**src/rtl/gnr_ctrl_pkg.sv**
```systemverilog
// ---------------------------------------------------------------
// gnr_ctrl_pkg : shared types and sizes for the GRN attractor search
// Rev 1.0
// ---------------------------------------------------------------
`default_nettype none

package gnr_ctrl_pkg;

  localparam int GNR_NUM_NODES = 188;
  localparam int GNR_CNT_W     = 32;

  typedef enum logic [1:0] {
    ST_IDLE   = 2'd0,
    ST_LOAD   = 2'd1,
    ST_RUN    = 2'd2,
    ST_REPORT = 2'd3
  } gnr_ctrl_state_t;

endpackage

`default_nettype wire

```
**src/rtl/gnr_attractor_ctrl.sv**
```systemverilog
// ---------------------------------------------------------------
// gnr_attractor_ctrl : per-seed tortoise/hare attractor search sequencer
// Rev 1.0
// ---------------------------------------------------------------
`default_nettype none

module gnr_attractor_ctrl
  import gnr_ctrl_pkg::*;
#(
  parameter int NUM_NODES = GNR_NUM_NODES,
  parameter int CNT_W     = GNR_CNT_W
) (
  input  logic                 clk,
  input  logic                 rst,
  input  logic                 start,
  input  logic [NUM_NODES-1:0] seed_base,
  input  logic [CNT_W-1:0]     num_seeds,
  input  logic [CNT_W-1:0]     max_steps,
  input  logic [NUM_NODES-1:0] s0,
  input  logic [NUM_NODES-1:0] s1,
  output logic                 reset_nos,
  output logic [NUM_NODES-1:0] init_state,
  output logic                 start_s0,
  output logic                 start_s1,
  output logic                 res_valid,
  input  logic                 res_ready,
  output logic [NUM_NODES-1:0] res_seed,
  output logic [CNT_W-1:0]     res_steps,
  output logic                 res_timeout,
  output logic                 busy,
  output logic                 done
);

  gnr_ctrl_state_t        state_q, state_d;
  logic [NUM_NODES-1:0]   seed_q, seed_d;
  logic [CNT_W-1:0]       remain_q, remain_d;
  logic [CNT_W-1:0]       max_q, max_d;
  logic [CNT_W-1:0]       k_q, k_d;
  logic [NUM_NODES-1:0]   res_seed_q, res_seed_d;
  logic [CNT_W-1:0]       res_steps_q, res_steps_d;
  logic                   res_timeout_q, res_timeout_d;
  logic                   done_q, done_d;

  logic                   in_run;
  logic                   vec_eq;
  logic                   hit;
  logic                   tmo;
  logic                   step;

  // Odd k is never compared: at k=1 both vectors hold F(seed), a false match.
  assign in_run = (state_q == ST_RUN);
  assign vec_eq = (s0 == s1);
  assign hit    = in_run && !k_q[0] && (k_q != '0) && vec_eq;
  assign tmo    = in_run && !hit && (k_q == max_q);
  assign step   = in_run && !hit && !tmo;

  assign start_s0    = step;
  assign start_s1    = step;
  assign res_valid   = (state_q == ST_REPORT);
  assign busy        = (state_q != ST_IDLE);
  assign done        = done_q;
  assign res_seed    = res_seed_q;
  assign res_steps   = res_steps_q;
  assign res_timeout = res_timeout_q;

  always_comb begin
    state_d       = state_q;
    seed_d        = seed_q;
    remain_d      = remain_q;
    max_d         = max_q;
    k_d           = k_q;
    res_seed_d    = res_seed_q;
    res_steps_d   = res_steps_q;
    res_timeout_d = res_timeout_q;
    done_d        = 1'b0;
    reset_nos     = 1'b0;
    init_state    = '0;

    case (state_q)
      ST_IDLE: begin
        if (start) begin
          seed_d   = seed_base;
          remain_d = num_seeds;
          max_d    = max_steps;
          if (num_seeds == '0) begin
            done_d = 1'b1;
          end else begin
            state_d = ST_LOAD;
          end
        end
      end
      ST_LOAD: begin
        reset_nos  = 1'b1;
        init_state = seed_q;
        k_d        = '0;
        state_d    = ST_RUN;
      end
      ST_RUN: begin
        // step is only possible while k_q < max_q, so k never passes the budget
        if (step) begin
          k_d = k_q + CNT_W'(1);
        end
        if (hit || tmo) begin
          res_seed_d    = seed_q;
          res_steps_d   = k_q;
          res_timeout_d = tmo;
          state_d       = ST_REPORT;
        end
      end
      ST_REPORT: begin
        if (res_ready) begin
          remain_d = remain_q - CNT_W'(1);
          if (remain_q == CNT_W'(1)) begin
            done_d  = 1'b1;
            state_d = ST_IDLE;
          end else begin
            seed_d  = seed_q + NUM_NODES'(1);
            state_d = ST_LOAD;
          end
        end
      end
      default: begin
        state_d = ST_IDLE;
      end
    endcase
  end

  always_ff @(posedge clk or negedge rst) begin
    if (!rst) begin
      state_q       <= ST_IDLE;
      seed_q        <= '0;
      remain_q      <= '0;
      max_q         <= '0;
      k_q           <= '0;
      res_seed_q    <= '0;
      res_steps_q   <= '0;
      res_timeout_q <= 1'b0;
      done_q        <= 1'b0;
    end else begin
      state_q       <= state_d;
      seed_q        <= seed_d;
      remain_q      <= remain_d;
      max_q         <= max_d;
      k_q           <= k_d;
      res_seed_q    <= res_seed_d;
      res_steps_q   <= res_steps_d;
      res_timeout_q <= res_timeout_d;
      done_q        <= done_d;
    end
  end

endmodule

`default_nettype wire

```
**config.mk**
```make
export PLATFORM = sky130hd
export DESIGN_NAME = gnr_attractor_ctrl
export DESIGN_NICKNAME = d
export VERILOG_FILES = /design/src/rtl/gnr_ctrl_pkg.sv /design/src/rtl/gnr_attractor_ctrl.sv
export SDC_FILE = /design/constraint.sdc
export NUM_CORES = 1
export LEC_CHECK = 0
export ABC_AREA = 0
export CAP_MARGIN = 40
export CORE_AREA = 2 2 413 415
export CTS_BUF_LIST = sky130_fd_sc_hd__clkbuf_16
export DETAILED_ROUTE_END_ITERATION = 7
export DIE_AREA = 0 0 415 417
export SLEW_MARGIN = 5
export SYNTH_ARGS = -nofsm -noshare
export SYNTH_HDL_FRONTEND = slang
export SYNTH_SLANG_ARGS = --single-unit
```
**constraint.sdc**
```tcl
create_clock -name clk -period 3 [get_ports clk]
set_input_delay 0.6 -clock clk [delete_from_list [all_inputs] [get_ports clk]]
set_output_delay 0.6 -clock clk [all_outputs]
set_load 0.05 [all_outputs]
```
==> images/m2.png <==
Bar = 100 um.
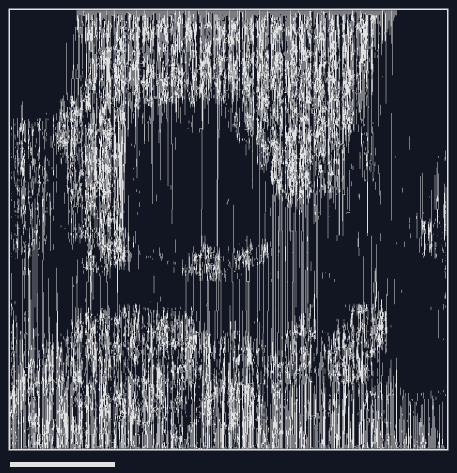
The longest straight run is 194 um. The layer carries 100 mm of wire. The layer holds 43% of the routed length. The wires run mostly vertical. 5082 nets have wire on it.
DR vias: 37100
drt total wl: 232 mm
M2 GR Usage: 37.7%

==> images/clock_wires.png <==
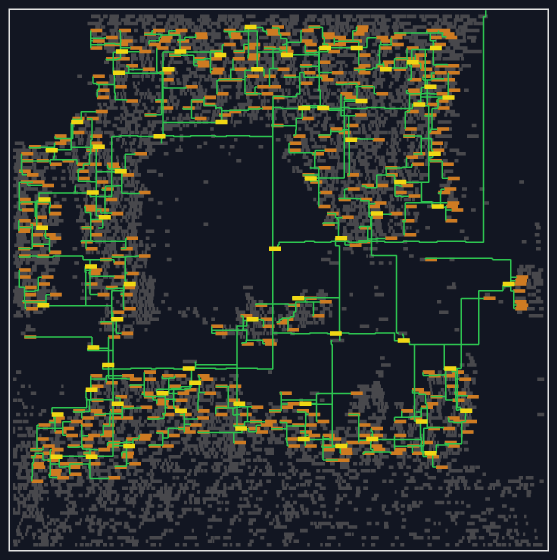
clock wires: drawn in green, length 9130 um. clock-net drivers: drawn in yellow, count 68. flip-flops: drawn in orange, count 508.
Position of the flops: widely spread.
Clock Skews: 0.0465 ns
clk ins delay skew pair: 0.68 ns
Clk. pwr: 8010 uW

==> images/floorplan.png <==
Pins as bars on the die edge. Tap cells in gray.
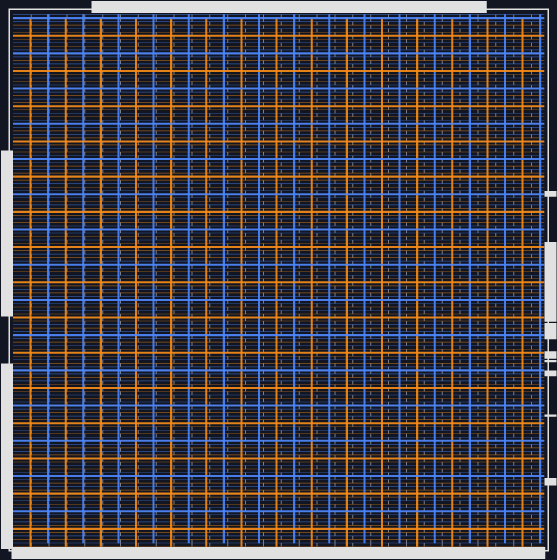
VSS: drawn in orange. VDD: drawn in blue.
30 straps on met4. 2218 tap cells. 152 met1 rails follow the rows. The core has 151 rows. 30 straps on met5.
Core Area: 0.169 mm2
Die Y: 417 um
Die W: 415 um
peak supply drop: 0.711 mV

==> images/class_map.png <==
Bar = 100 um. Fill, decap, tap and diode cells in gray.
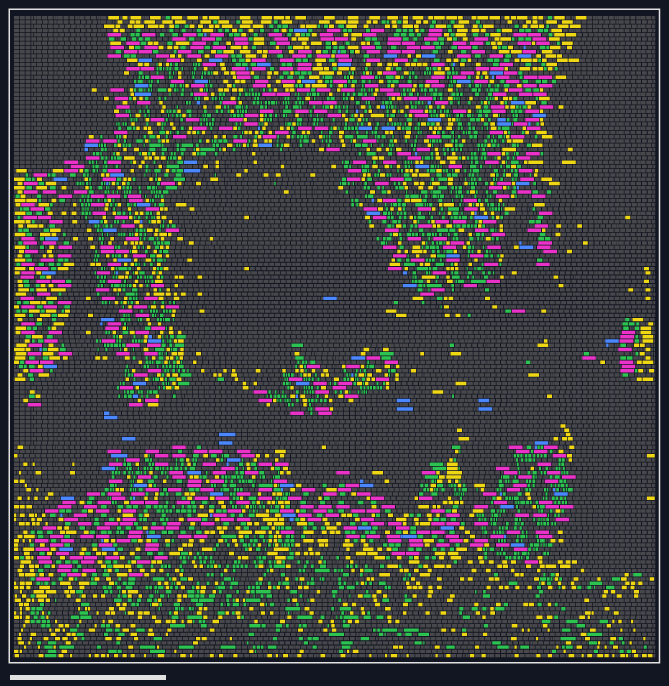
remaining logic cells: drawn in green, cells 2721, share of their area 38%. registers: drawn in magenta, cells 508, share of their area 24%. remaining buffers and delay cells: drawn in yellow, cells 1722, share of their area 34%. clock drivers and dummy loads: drawn in blue, cells 120, share of their area 4.1%.
post-route cell area: 0.0555 mm2
num rows: 151

[final cells by class]
type / count / area share (%)
multi-input cells: 2644 / 35.1
repair buffers: 1722 / 32.3
flip-flops and latches: 508 / 22.9
well taps: 2218 / 5.00
clock buffers: 68 / 3.07
clock inverters: 52 / 0.778
inverters: 77 / 0.532
diodes: 68 / 0.307
[metrics by stage]
| stage | setup TNS [ns] | total power, uW | util, % |
|---|---|---|---|
| after floorplan | -0.134 | 24100 | - |
| after global placement | -420.59 | 39700 | 29.6 |
| after detailed placement | -364.23 | 40000 | 29.6 |
| final | -21.49 | 51500 | 32.9 |
| after global routing | -31.05 | 53700 | 32.9 |
| after CTS | -2.06 | 49700 | 32.0 |
[kinds of logic (layout without fill, tap and decap cells)]
| kind of cell | Yosys count | count (layout) | synth area share [%] |
|---|---|---|---|
| fa+ha+maj | 10 | 10 | 0.406 |
| compound gates | 744 | 744 | 14.5 |
| mux | 278 | 278 | 10.1 |
| buf+inv | 294 | 1919 | 3.65 |
| other cells | 0 | 68 | 0 |
| xor+xnor | 138 | 138 | 3.92 |
| flops | 508 | 508 | 41.3 |
| simple gates | 1474 | 1474 | 26.2 |
[critical path, stage by stage]
cell and delay (ns):
dlygate4sd2_1 0.31, nor2b_1 0.19, a2111o_1 0.34, nor4_2 0.28
and4_1 0.30, nand4_1 0.18, buf_4 0.20, o211a_4 0.32
buf_8 0.18
[power groups by stage]
stage | clock network [uW] | registers [uW] | logic [uW]
floorplan | 0 | 10300 | 13800
global placement | 0 | 10100 | 29600
CTS | 8170 | 10100 | 31500
global route | 8440 | 10300 | 35000
finish | 8010 | 10200 | 33400
detailed placement | 0 | 10200 | 29800
==> impl_metrics.ini <==
; synthesis and place-and-route metrics
[synthesis]
syn_inst = 3446
largest_area_cell = dfrtp_1
postSynthSeqShare_pct = 41.3
synth.distinct_cells = 75
synth-edff-count = 0
top_area_share_pct = 41.3
yosys_area_mm2 = 0.0308
yosysWarnings = 0
syn_nets = 4088
synth_top_flop_cell = dfrtp_1
syn_area_mm2 = 0.0308

[grt]
top_usage_layer = met2
grt_max_degree = 107
use_met1_pct = 34.6
grt_pass1_vias = 34800

[status]
violations = negative setup slack
status = finished, violations left

[critical_path]
startpoint_type = input port
path_max_fanout = 3
cp-startpoint = s1[169]
crit_path_end_kind = primary output
cp-endpoint = start_s1
setup.worst_path.class = input port to primary output
r2r-end = seed_q[187]$_DFFE_PN0P_

[timing]
hold_ws_ns = 0.505
period_needed_ns = 3.52
setup_viol = 370
setup_slack_ns = -0.517
tightest_slew_ns = 0.853
slew_headroom_pct = 42.9

[placed_design]
routabilityCongestion = 1.07
post-dp-hpwl_mm = 189
post-place-ws_ns = -1.60

[cts]
post-cts-setup-buffers = 54
clk_pin_slew_ns = 0.06
tritoncts = yes
htree_levels = 3
cts_resized = 946

[pwr]
switching_share_pct = 46.7
power.share.sequential_pct = 19.7
switchingPower_uw = 24100
p_leak_uw = 0.0233

[route]
drtPass1Iterations = 5
dr.max_layer_used = met5
wl_met2_mm = 100

[finish]
nFillCells = 17300
seq_area_mm2 = 0.0127
logic_area_mm2 = 0.0195

[floorplanning]
io_pins = 1047
No activity file was given, so power comes from the tool's default toggle rates.
